Wiring heat map:
Drawn at 4 px/um. 17 x 17 tiles, from dark blue (low) to red (high), scaled to the fullest tile. Values are wire area over tile area, all layers added.
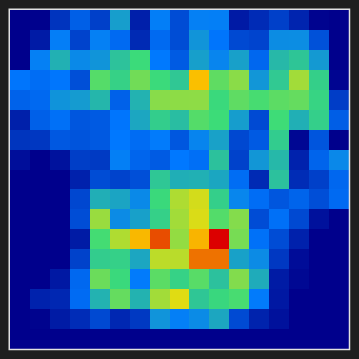
Ports around the boundary:
Drawn at 6 px/um. Pins as bars across the die edge, other pins in grey.
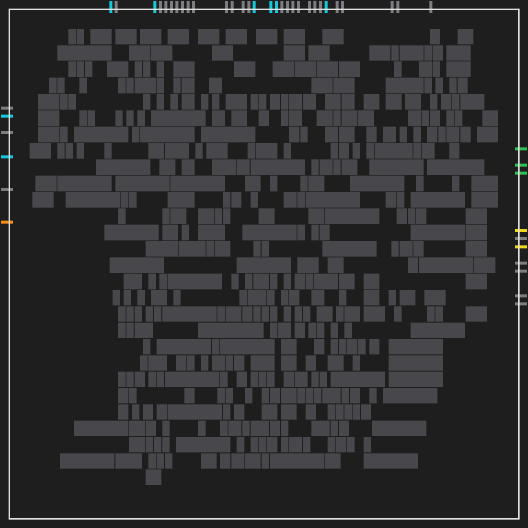
Metal 2:
Drawn at 6 px/um. Cells faint in the background.
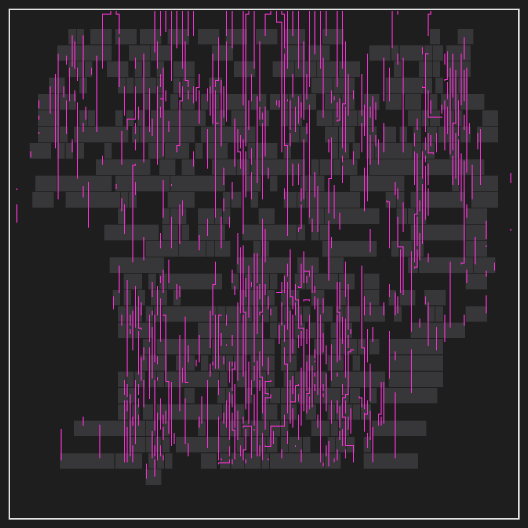
The metal 3 layer:
Drawn at 6 px/um. Cells faint in the background.
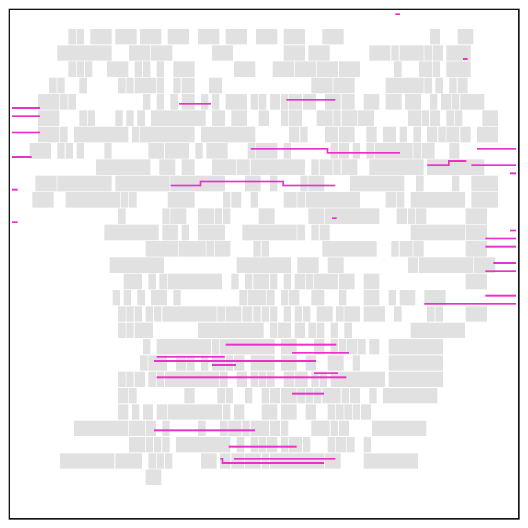
[src/rtl/uart_tx_arbiter.sv]
// Round-robin arbiter that lets three requesters share one UART transmitter.
// Each grant issues a single write trigger and then waits for a DONE edge or a timeout.
module uart_tx_arbiter #(
  parameter logic [15:0] TIMEOUT_CYCLES = 16'd60000
) (
  input  logic       CLK_50MHZ,
  input  logic       RST,
  input  logic [2:0] REQ,
  input  logic [7:0] DATA0,
  input  logic [7:0] DATA1,
  input  logic [7:0] DATA2,
  output logic [2:0] ACK,
  output logic       ERR,
  output logic       BUSY,
  output logic [1:0] GRANT,
  output logic [7:0] UART_DATA,
  output logic       UART_TRG,
  input  logic       UART_DONE
);

  typedef enum logic [1:0] {
    S_IDLE    = 2'd0,
    S_ISSUE   = 2'd1,
    S_WAIT    = 2'd2,
    S_RELEASE = 2'd3
  } state_t;

  state_t      state_q, state_d;
  logic [2:0]  ack_q, ack_d;
  logic        err_q, err_d;
  logic        busy_q, busy_d;
  logic [1:0]  grant_q, grant_d;
  logic [7:0]  data_q, data_d;
  logic        trg_q, trg_d;
  logic [15:0] timer_q, timer_d;
  logic        done_q, done_d;
  logic [1:0]  last_q, last_d;

  logic        done_rise;
  logic [1:0]  idx1, idx2, idx3;
  logic        win_found;
  logic [1:0]  win_idx;
  logic [7:0]  win_data;

  // Only a fresh low-to-high transition counts; a level left high is stale.
  assign done_rise = UART_DONE & ~done_q;

  // Search order starts one past the last served requester and wraps mod 3.
  always_comb begin
    idx1 = (last_q == 2'd2) ? 2'd0 : last_q + 2'd1;
    idx2 = (idx1 == 2'd2) ? 2'd0 : idx1 + 2'd1;
    idx3 = last_q;
    win_found = 1'b1;
    win_idx   = 2'd0;
    if (REQ[idx1])      win_idx = idx1;
    else if (REQ[idx2]) win_idx = idx2;
    else if (REQ[idx3]) win_idx = idx3;
    else                win_found = 1'b0;
    case (win_idx)
      2'd0:    win_data = DATA0;
      2'd1:    win_data = DATA1;
      default: win_data = DATA2;
    endcase
  end

  always_comb begin
    state_d = state_q;
    ack_d   = 3'b000;
    err_d   = 1'b0;
    trg_d   = 1'b0;
    grant_d = grant_q;
    data_d  = data_q;
    timer_d = timer_q;
    last_d  = last_q;
    done_d  = UART_DONE;
    case (state_q)
      S_IDLE: begin
        if (win_found) begin
          grant_d = win_idx;
          data_d  = win_data;
          trg_d   = 1'b1;
          state_d = S_ISSUE;
        end
      end
      S_ISSUE: begin
        timer_d = 16'd0;
        state_d = S_WAIT;
      end
      S_WAIT: begin
        // A DONE edge takes precedence over a timeout in the same cycle.
        if (done_rise) begin
          ack_d   = 3'b001 << grant_q;
          last_d  = grant_q;
          state_d = S_RELEASE;
        end else if (timer_q == TIMEOUT_CYCLES - 16'd1) begin
          err_d   = 1'b1;
          last_d  = grant_q;
          state_d = S_RELEASE;
        end else if (timer_q != 16'hFFFF) begin
          timer_d = timer_q + 16'd1;
        end
      end
      default: begin
        state_d = S_IDLE;
      end
    endcase
    busy_d = (state_d != S_IDLE);
  end

  always_ff @(posedge CLK_50MHZ or negedge RST) begin
    if (!RST) begin
      state_q <= S_IDLE;
      ack_q   <= 3'b000;
      err_q   <= 1'b0;
      busy_q  <= 1'b0;
      grant_q <= 2'd0;
      data_q  <= 8'h00;
      trg_q   <= 1'b0;
      timer_q <= 16'd0;
      done_q  <= 1'b0;
      last_q  <= 2'd2;
    end else begin
      state_q <= state_d;
      ack_q   <= ack_d;
      err_q   <= err_d;
      busy_q  <= busy_d;
      grant_q <= grant_d;
      data_q  <= data_d;
      trg_q   <= trg_d;
      timer_q <= timer_d;
      done_q  <= done_d;
      last_q  <= last_d;
    end
  end

  assign ACK       = ack_q;
  assign ERR       = err_q;
  assign BUSY      = busy_q;
  assign GRANT     = grant_q;
  assign UART_DATA = data_q;
  assign UART_TRG  = trg_q;

endmodule

[config.mk]
export PLATFORM = sky130hd
export DESIGN_NAME = uart_tx_arbiter
export DESIGN_NICKNAME = d
export VERILOG_FILES = /design/src/rtl/uart_tx_arbiter.sv
export SDC_FILE = /design/constraint.sdc
export NUM_CORES = 1
export LEC_CHECK = 0
export ABC_AREA = 1
export CAP_MARGIN = 0
export CORE_MARGIN = 3
export CORE_UTILIZATION = 38
export CTS_BUF_LIST = sky130_fd_sc_hd__clkbuf_16
export DETAILED_ROUTE_END_ITERATION = 8
export SLEW_MARGIN = 40
export SYNTH_ARGS = -nofsm -noshare
export SYNTH_HDL_FRONTEND = slang
export SYNTH_SLANG_ARGS = --single-unit
[constraint.sdc]
create_clock -name CLK_50MHZ -period 2 [get_ports CLK_50MHZ]
set_clock_uncertainty 0.15 [all_clocks]
set_input_delay 0.4 -clock CLK_50MHZ [delete_from_list [all_inputs] [get_ports CLK_50MHZ]]
set_output_delay 0.4 -clock CLK_50MHZ [all_outputs]
set_load 0.03 [all_outputs]
==> results_dict.tcl <==
# metrics dict for downstream scripts
set metrics [dict create \
    synth-async-reset-ratio 1.00 \
    worstSetupPathType "reg2out" \
    grt_pass1_vias 2094 \
    cts_num_sinks 37 \
    cp.arrival_ns 1.39 \
    pwr_density_cell_nw_per_um2 1350 \
    gr-total-overflow 0 \
    cts_buffers 5 \
    ys_cells 325 \
    gp_congestion 0.846 \
    finalCriticalPeriod_ns 1.94 \
    top_cell_area_share 0.383 \
    cts-htree-levels 2 \
    finalSetupViolCount 0 \
    drtIter0Drc 161 \
    synth_flop_count 37 \
    syn2layout_area_growth_pct 40.7 \
    cts_root_buf "clkbuf_16" \
    critPathMaxFanout 5 \
    flop_cell "dfrtp_1" \
    yosys-top-cells-count "nand2_1, nor2_1, dfrtp_1, inv_1, nand3_1" \
    status "finished clean" \
    cp_num_buf_inv 1 \
    fillCellCount 578 \
    drive_gt1_frac 0.175 \
    yosys.area.top_type "dfrtp_1" \
    slew_headroom 0.681 \
    grt_max_degree 38 \
    hold_viol_final 0 \
    path_cells "clkdlybuf4s50_1" \
    cp-start-kind "flip-flop" \
    grt_pass1_wl_mm 9.72 \
    dp_hpwl_mm 4.28 \
    yosysChipArea_um2 2350 \
    leakagePower_nw 1.61 \
    syn_area_um2 2350 \
    vdd_drop_max_mv 0.815 \
    fp_util 0.395 \
    synthMostInstantiatedCell "nand2_1" \
    rsz0062_at_grt "yes" \
    clk_pin_slew_ns 0.05 \
    core_region_area_um2 5960 \
    antenna_found_initial 0 \
    syn_avg_cell_area_um2 7.24 \
    clock.fmax_mhz 515 \
    port-buffer-count 45 \
    diodes 0 \
    dr.pass1.iters 4 \
    logic_area_um2 1220 \
    cap_violations 0 \
    warnings 30 \
    ff_latch_area_um2 927 \
    edf_count 0 \
    critPathRequiredTime_ns 1.45 \
    slew_viol_final 0 \
    antenna_left 0 \
    ys_seq_share 0.394 \
    synth_cell_type_count 30 \
    hold_path.class "in2async" \
    cts_hold_buf 0 \
    cts.path.max_buffers 2 \
    cts_tree "yes" \
    topCellsByArea "dfrtp_1, nand2_1, nor2_1" \
    fin_ws_ns 0.0590 \
    r2r.worst_path.cells 12 \
    final_nets 445 \
    ios 46 \
]
Back to the opening pictures, 'wiring heat map':
tiles over half the peak: 14%
emptiest ninth of the die: bottom right
nearly empty tiles: 22%
overall routed net length: 5.78 mm
All-Layer GR Usage: 0.168
WL/cell: 11.9 um
total vias in the final route: 2,310

Back to the opening pictures, 'ports around the boundary':
[green] `REQ` | pins: 3 | direction: input | edge: right
[orange] `BUSY` | pins: 1 | direction: output | edge: left
[cyan] `DATA1` | pins: 8 | direction: input | edge: 6 top, 2 left
[yellow] `GRANT` | pins: 2 | direction: output | edge: right

Back to the opening pictures, 'metal 2':
main direction: vertical
share of all routed wire: 46%
nets with wire on the layer: 359
wire length on this layer: 2,630 um

Back to the opening pictures, 'the metal 3 layer':
share of all routed wire: 5.4%
longest straight run: 31.3 um
main direction: horizontal
wire length on this layer: 314 um
nets with wire on the layer: 31
M3 GR Usage: 0.0363

-- metrics by stage --
step	total power, W	TNS, ns	cells
after floorplan	0.00263	0	325
after global placement	0.00340	-2.03	470
after detailed placement	0.00342	-2.92	470
after CTS	0.00441	0	482
after global routing	0.00484	-0.00247	486
final	0.00448	0	486
-- final timing paths --
| check | end | slack (ns) |
|---|---|---|
| min | idx3[0] | 0.02 |
| max | GRANT[1] | 0.06 |
| min reg2reg | ACK[2] | 0.33 |
| min in group CLK_50MHZ | ACK[2] | 0.33 |
| max in group asynchronous | idx3[1] | 1.33 |
| max reg2reg | timer_q[15] | 0.09 |
-- routing by layer --
metal	up-vias	track usage	wire length [um]
met5	-	0	0
met4	0	0.0446	61
met3	6	0.0363	314
met2	56	0.256	2630
met1	1052	0.242	2780
li1	1196	-	-
-- worst register-to-register path: stages, from the launching register on --
cell and delay (ns):
dfrtp_1 0.38, inv_1 0.08, ha_2 0.22, inv_2 0.05, nor2_1 0.09, nand2_1 0.06, nor2_1 0.12, nand3_1 0.12
nand3_2 0.16, nor2_4 0.07, buf_4 0.18, nand2_1 0.05, o21ai_1 0.06
-- kinds of logic after synthesis --
| group | share of synthesized area |
|---|---|
| adders and majority gates | 0.0266 |
| and+or+nand+nor | 0.402 |
| AOI/OAI and AO/OA | 0.0553 |
| buffers and inverters | 0.0957 |
| DFF | 0.394 |
| xor gates and xnor gates | 0.0261 |
-- layout make-up --
class	count	share of cell area
clock buffer	5	0.0378
clock inverter	3	0.0113
inverter	42	0.0484
multi-input combinational	240	0.370
sequential	37	0.280
tap	75	0.0283
timing repair buffer	84	0.224
-- report_power, final --
| part | switching, W | total (W) | leakage [nW] | internal, W |
|---|---|---|---|---|
| Clock | 0.000288 | 0.000867 | 0.0826 | 0.000579 |
| Combinational | 0.00142 | 0.00250 | 1.05 | 0.00108 |
| Sequential | 0.000152 | 0.00111 | 0.479 | 0.000958 |
| Total | 0.00186 | 0.00448 | 1.61 | 0.00262 |
-- layout by cell type, fill, tap and decap left out, types with 5 or more instances in the layout --
master             n
nand3_1           17
buf_4             39
nor3_1            11
inv_2              5
nor2_1            38
xor2_1             5
clkdlybuf4s50_1   42
nand4_1           15
o21ai_1           12
nor2_4             5
inv_1             37
clkbuf_16          5
o21ai_0            6
nand2_1          100
dfrtp_1           36
-- repair_timing --
action                     in CTS  in global routing
buffers inserted                3                  4
gates resized                   1                  5
setup endpoints to repair       7                 27
gates cloned                    1                  0
pin swaps                       1                  2
-- sequential cells by signal (all words and copies together) (netlist names) --
name / flops
BUSY: 1
UART_TRG: 1
done_q: 1
ERR: 1
idx3: 2
state_q: 2
UART_DATA: 8
ACK: 3
GRANT: 2
timer_q: 16
Power figures rest on the tool's default switching activity, not on a simulated workload.
